[src/rtl/cordic_hyp_pkg.sv]
// Shared constants and types for the two-client hyperbolic CORDIC scheduler.
// All angles and gains are Q16.16; PRE uses the expanded-range factors 1-2^(k-7).
package cordic_hyp_pkg;

  localparam int Q_W = 32;

  // 1/K over all 24 micro-rotations (6 PRE + 18 MAIN), in Q16.16
  localparam logic signed [Q_W-1:0] KINV_Q16 = 32'sd130334133;

  localparam logic signed [Q_W-1:0] PRE_GAIN [0:5] = '{
    32'sd65024, 32'sd64512, 32'sd63488, 32'sd61440, 32'sd57344, 32'sd49152
  };

  localparam logic signed [Q_W-1:0] PRE_ATANH [0:5] = '{
    32'sd181576, 32'sd158734, 32'sd135762, 32'sd112525, 32'sd88737, 32'sd63764
  };

  // MAIN index i rotates by 2^-(i+1)
  localparam logic signed [Q_W-1:0] MAIN_GAIN [0:15] = '{
    32'sd32768, 32'sd16384, 32'sd8192, 32'sd4096, 32'sd2048, 32'sd1024, 32'sd512, 32'sd256,
    32'sd128,   32'sd64,    32'sd32,   32'sd16,   32'sd8,    32'sd4,    32'sd2,   32'sd1
  };

  localparam logic signed [Q_W-1:0] MAIN_ATANH [0:15] = '{
    32'sd35999, 32'sd16739, 32'sd8235, 32'sd4101, 32'sd2049, 32'sd1024, 32'sd512, 32'sd256,
    32'sd128,   32'sd64,    32'sd32,   32'sd16,   32'sd8,    32'sd4,    32'sd2,   32'sd1
  };

  localparam logic [3:0] REP_IDX_A = 4'd3;
  localparam logic [3:0] REP_IDX_B = 4'd12;

  localparam int PRE_STEPS  = 6;
  localparam int MAIN_STEPS = 18;

  typedef enum logic [1:0] {IDLE, PRE, MAIN, DONE} state_t;

endpackage

[src/rtl/cordic_hyp_step.sv]
// One combinational hyperbolic micro-rotation: (x,y,z) -> (x',y',z') plus the next direction.
module cordic_hyp_step
  import cordic_hyp_pkg::*;
(
  input  logic signed [Q_W-1:0] x,
  input  logic signed [Q_W-1:0] y,
  input  logic signed [Q_W-1:0] z,
  input  logic                  s_pos,
  input  logic signed [Q_W-1:0] gain,
  input  logic signed [Q_W-1:0] atanh,
  output logic signed [Q_W-1:0] x_n,
  output logic signed [Q_W-1:0] y_n,
  output logic signed [Q_W-1:0] z_n,
  output logic                  s_n
);

  logic signed [Q_W-1:0] xt;
  logic signed [Q_W-1:0] yt;

  // full 64-bit product, arithmetic shift back to Q16.16, truncate to 32 bits
  assign xt = 32'((64'(x) * 64'(gain)) >>> 16);
  assign yt = 32'((64'(y) * 64'(gain)) >>> 16);

  assign x_n = s_pos ? (x + yt) : (x - yt);
  assign y_n = s_pos ? (y + xt) : (y - xt);
  assign z_n = s_pos ? (z - atanh) : (z + atanh);
  assign s_n = (z_n > 32'sd0);

endmodule

[src/rtl/cordic_hyp_sched.sv]
// Round-robin two-client front end around an iterative hyperbolic CORDIC
// producing cosh, sinh and a saturated exp = cosh + sinh, one result per 26 cycles.
module cordic_hyp_sched
  import cordic_hyp_pkg::*;
(
  input  logic                  clk,
  input  logic                  rst_n,
  input  logic                  req0,
  input  logic                  req1,
  input  logic signed [Q_W-1:0] angle0,
  input  logic signed [Q_W-1:0] angle1,
  output logic [1:0]            gnt,
  output logic                  busy,
  output logic                  res_valid,
  output logic                  res_id,
  output logic signed [Q_W-1:0] cosh,
  output logic signed [Q_W-1:0] sinh,
  output logic signed [Q_W-1:0] exp_o
);

  state_t                state;
  logic signed [Q_W-1:0] x;
  logic signed [Q_W-1:0] y;
  logic signed [Q_W-1:0] z;
  logic                  s_pos;
  logic                  id;
  logic                  last;
  logic [4:0]            step;
  logic [3:0]            idx;
  logic                  rep;

  logic [1:0]            pick;
  logic signed [Q_W-1:0] ang_sel;
  logic signed [Q_W-1:0] gain;
  logic signed [Q_W-1:0] atanh;
  logic signed [Q_W-1:0] x_n;
  logic signed [Q_W-1:0] y_n;
  logic signed [Q_W-1:0] z_n;
  logic                  s_n;
  logic signed [Q_W:0]   sum;
  logic signed [Q_W-1:0] exp_sat;

  // on a tie, serve whoever was not granted last
  always_comb begin
    pick = 2'b00;
    if (req0 && req1)
      pick = last ? 2'b01 : 2'b10;
    else if (req0)
      pick = 2'b01;
    else if (req1)
      pick = 2'b10;
  end

  assign gnt     = (state == IDLE) ? pick : 2'b00;
  assign ang_sel = gnt[1] ? angle1 : angle0;

  always_comb begin
    gain  = PRE_GAIN[step[2:0]];
    atanh = PRE_ATANH[step[2:0]];
    if (state == MAIN) begin
      gain  = MAIN_GAIN[idx];
      atanh = MAIN_ATANH[idx];
    end
  end

  cordic_hyp_step u_step (
    .x     (x),
    .y     (y),
    .z     (z),
    .s_pos (s_pos),
    .gain  (gain),
    .atanh (atanh),
    .x_n   (x_n),
    .y_n   (y_n),
    .z_n   (z_n),
    .s_n   (s_n)
  );

  assign sum     = 33'(x) + 33'(y);
  assign exp_sat = (sum[Q_W] != sum[Q_W-1]) ? (sum[Q_W] ? 32'sh80000000 : 32'sh7FFFFFFF)
                                            : sum[Q_W-1:0];

  always_ff @(posedge clk or negedge rst_n) begin
    if (!rst_n) begin
      state     <= IDLE;
      x         <= '0;
      y         <= '0;
      z         <= '0;
      s_pos     <= 1'b0;
      id        <= 1'b0;
      last      <= 1'b1;
      step      <= '0;
      idx       <= '0;
      rep       <= 1'b0;
      busy      <= 1'b0;
      res_valid <= 1'b0;
      res_id    <= 1'b0;
      cosh      <= '0;
      sinh      <= '0;
      exp_o     <= '0;
    end else begin
      res_valid <= 1'b0;
      case (state)
        IDLE: begin
          if (gnt != 2'b00) begin
            x     <= KINV_Q16;
            y     <= '0;
            z     <= ang_sel;
            s_pos <= ~ang_sel[Q_W-1];
            id    <= gnt[1];
            last  <= gnt[1];
            step  <= '0;
            idx   <= '0;
            rep   <= 1'b0;
            busy  <= 1'b1;
            state <= PRE;
          end
        end
        PRE: begin
          x     <= x_n;
          y     <= y_n;
          z     <= z_n;
          s_pos <= s_n;
          step  <= step + 5'd1;
          if (step == 5'(PRE_STEPS - 1))
            state <= MAIN;
        end
        MAIN: begin
          x     <= x_n;
          y     <= y_n;
          z     <= z_n;
          s_pos <= s_n;
          step  <= step + 5'd1;
          // indices 3 and 12 are run a second time before advancing
          if (((idx == REP_IDX_A) || (idx == REP_IDX_B)) && !rep) begin
            rep <= 1'b1;
          end else begin
            rep <= 1'b0;
            idx <= idx + 4'd1;
          end
          if (step == 5'(PRE_STEPS + MAIN_STEPS - 1))
            state <= DONE;
        end
        DONE: begin
          cosh      <= x;
          sinh      <= y;
          exp_o     <= exp_sat;
          res_id    <= id;
          res_valid <= 1'b1;
          busy      <= 1'b0;
          step      <= '0;
          idx       <= '0;
          rep       <= 1'b0;
          state     <= IDLE;
        end
        default: state <= IDLE;
      endcase
    end
  end

endmodule

[config.mk]
export PLATFORM = sky130hd
export DESIGN_NAME = cordic_hyp_sched
export DESIGN_NICKNAME = d
export VERILOG_FILES = /design/src/rtl/cordic_hyp_pkg.sv /design/src/rtl/cordic_hyp_step.sv /design/src/rtl/cordic_hyp_sched.sv
export SDC_FILE = /design/constraint.sdc
export NUM_CORES = 2
export LEC_CHECK = 0
export ABC_CLOCK_PERIOD_IN_PS = 29600
export CAP_MARGIN = 20
export CORE_ASPECT_RATIO = 1.4
export CORE_MARGIN = 3
export CORE_UTILIZATION = 45
export DETAILED_ROUTE_END_ITERATION = 6
export SYNTH_ARGS = -nofsm -noshare
export SYNTH_HDL_FRONTEND = slang
export SYNTH_HIERARCHICAL = 1
export SYNTH_SLANG_ARGS = --single-unit
[constraint.sdc]
create_clock -name clk -period 29.6 [get_ports clk]
set_clock_uncertainty 0.1 [all_clocks]
set_input_delay 4.44 -clock clk [delete_from_list [all_inputs] [get_ports clk]]
set_output_delay 4.44 -clock clk [all_outputs]
set_load 0.05 [all_outputs]
==> images/m3.png <==
(1 px per µm)
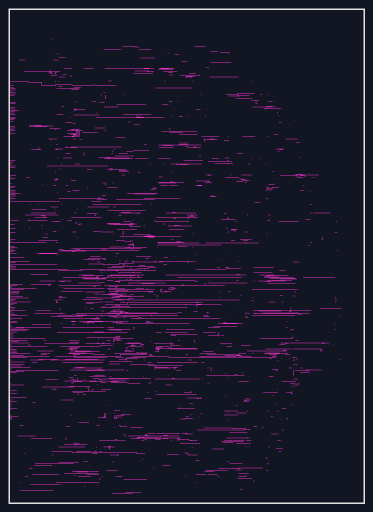
649 nets have wire on it. The wires run mostly horizontal. The layer holds 5.5% of the routed length. The longest straight run is 120 µm. The layer carries 13,300 µm of wire.
Final Routed Wirelength: 242 mm
Vias: 58,800
global-route track usage on met3: 3.49%

==> images/clock_nets.png <==
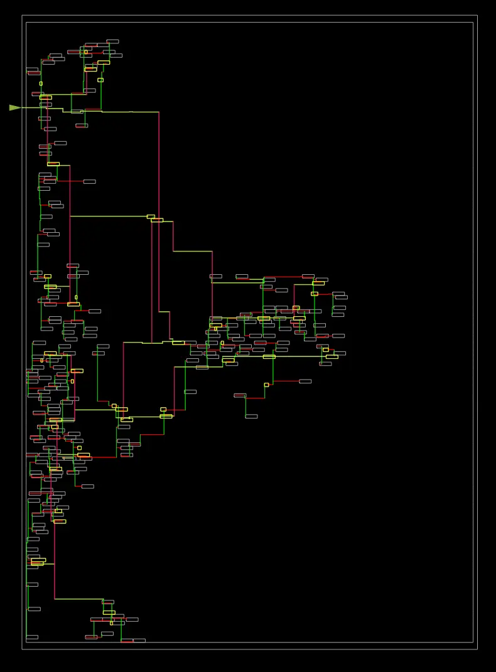
Seq Cell Count: 210
CTS sink count: 210

==> images/clock_wires.png <==
(1 px per µm)
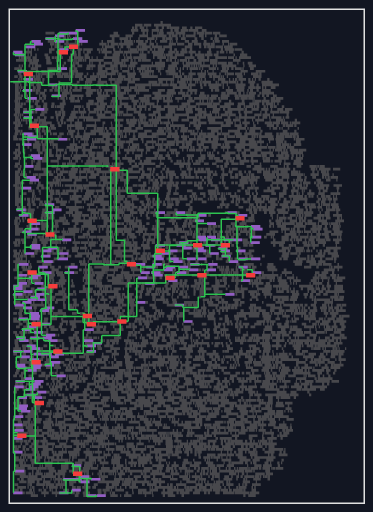
Key: red = clock-net drivers [count 26]; purple = flip-flops [count 210]; green = clock wires [length 4,300 µm]
There are 27 routed clock nets.
clock latency reported for the late side of the worst-skew pair: 0.61 ns

==> images/route_heat.png <==
18 x 25 tiles, from black (low) to pale yellow (high), scaled to the fullest tile. Values are wire area over tile area, all layers added.
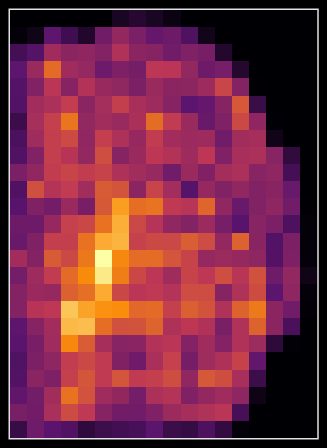
The mean over all tiles is 0.23. 16% of the tiles are nearly empty. The fullest tile reaches 0.64. 25% of the tiles are over half the peak. The emptiest ninth of the die: north-east.
total routing resource utilization after global routing: 28.1%
Wirelength per Cell: 22.6 µm

==> reports/summary.txt <==
outcome: finished, final reports clean
Post-synth top flop: sky130_fd_sc_hd__dfrtp_1
worst reg2reg setup slack: 16.30 ns
worst hold endpoint: z[0]
Tmin final: 13.30 ns
final weighted congestion in routability-driven placement: 0.925
Max-area cell share: 44.2%
tightest slew margin relative to the limit: 18.4%
number of different library cells in the post-synthesis netlist: 101
yosys synthesis chip area: 76,000 µm²
Critical Path Slowest Stage Cell: sky130_fd_sc_hd__a211oi_1
max-slew violation total from the final report: 0
floorplan die width: 353 µm
Setup crit start kind: flip-flop
CTS HTree Levels: 1
CTS Buffer Depth: 3
fillers: 16,200
antenna violations before repair: 15
detailed-route vias per instance: 5.49
Detail Route Antenna Nets: 0
summed instance area of the synthesized netlist: 76,000 µm²
data arrival time of the critical path: 13.69 ns
Net count, final: 10,700
CTS resizes: 0
launch instance of the worst min-delay path: z[0]
Setup TNS: 0 ns
yosys adder share: 52.1%
tightest hold margin: 0.380 ns
I/O pin total: 169
initial cell density of the core: 45.5%
critical-path maximum fanout: 51
per-stage QoR:
step / instance area, µm² / instances
floorplan: 76400 / 8590
global placement: 80200 / 10700
detailed placement: 80200 / 10700
CTS: 81000 / 10700
global route: 81100 / 10700
finish: 81100 / 10700
worst max path at each step:
stage	from	to	slack (ns)	cells after the start
global placement	state[0]	y[30]	16.67	43
floorplan	state[0]	x[31]	18.47	46
finish	state[0]	y[30]	16.30	43
global route	state[0]	x[31]	15.66	45
CTS	state[0]	y[30]	16.52	43
detailed placement	state[0]	y[30]	16.58	43
cells by family (layout without fill, tap and decap cells):
logic type,count (synthesis),in the layout
simple gates,2644,2644
fa+ha+maj,2158,2158
flops,210,210
compound gates,916,916
mux,78,78
buf+inv,2175,2051
xor+xnor,318,318
other cells,1,99
state kept, by name, summed over array words and instances, names as in the netlist:
signal     cells
cosh          32
exp_o         32
sinh          32
x             32
y             32
z             32
step           5
idx            4
state          2
busy           1
id             1
last           1
rep            1
res_id         1
res_valid      1
s_pos          1
routing by layer:
layer / routed length, µm / track usage (%)
met2: 124000 / 50.9
met1: 88100 / 32.2
met5: 0 / 0
met4: 16100 / 15.7
met3: 13300 / 3.49
layout make-up:
class | instances | area [µm²] | area share [%]
antenna | 8 | 20.0 | 0.0247
clock buffer | 34 | 731 | 0.901
clock inverter | 13 | 130 | 0.160
inverter | 1709 | 6410 | 7.91
multi-input combinational | 6205 | 63100 | 77.8
sequential | 210 | 5260 | 6.49
tap | 2237 | 2800 | 3.45
timing repair buffer | 295 | 2670 | 3.29
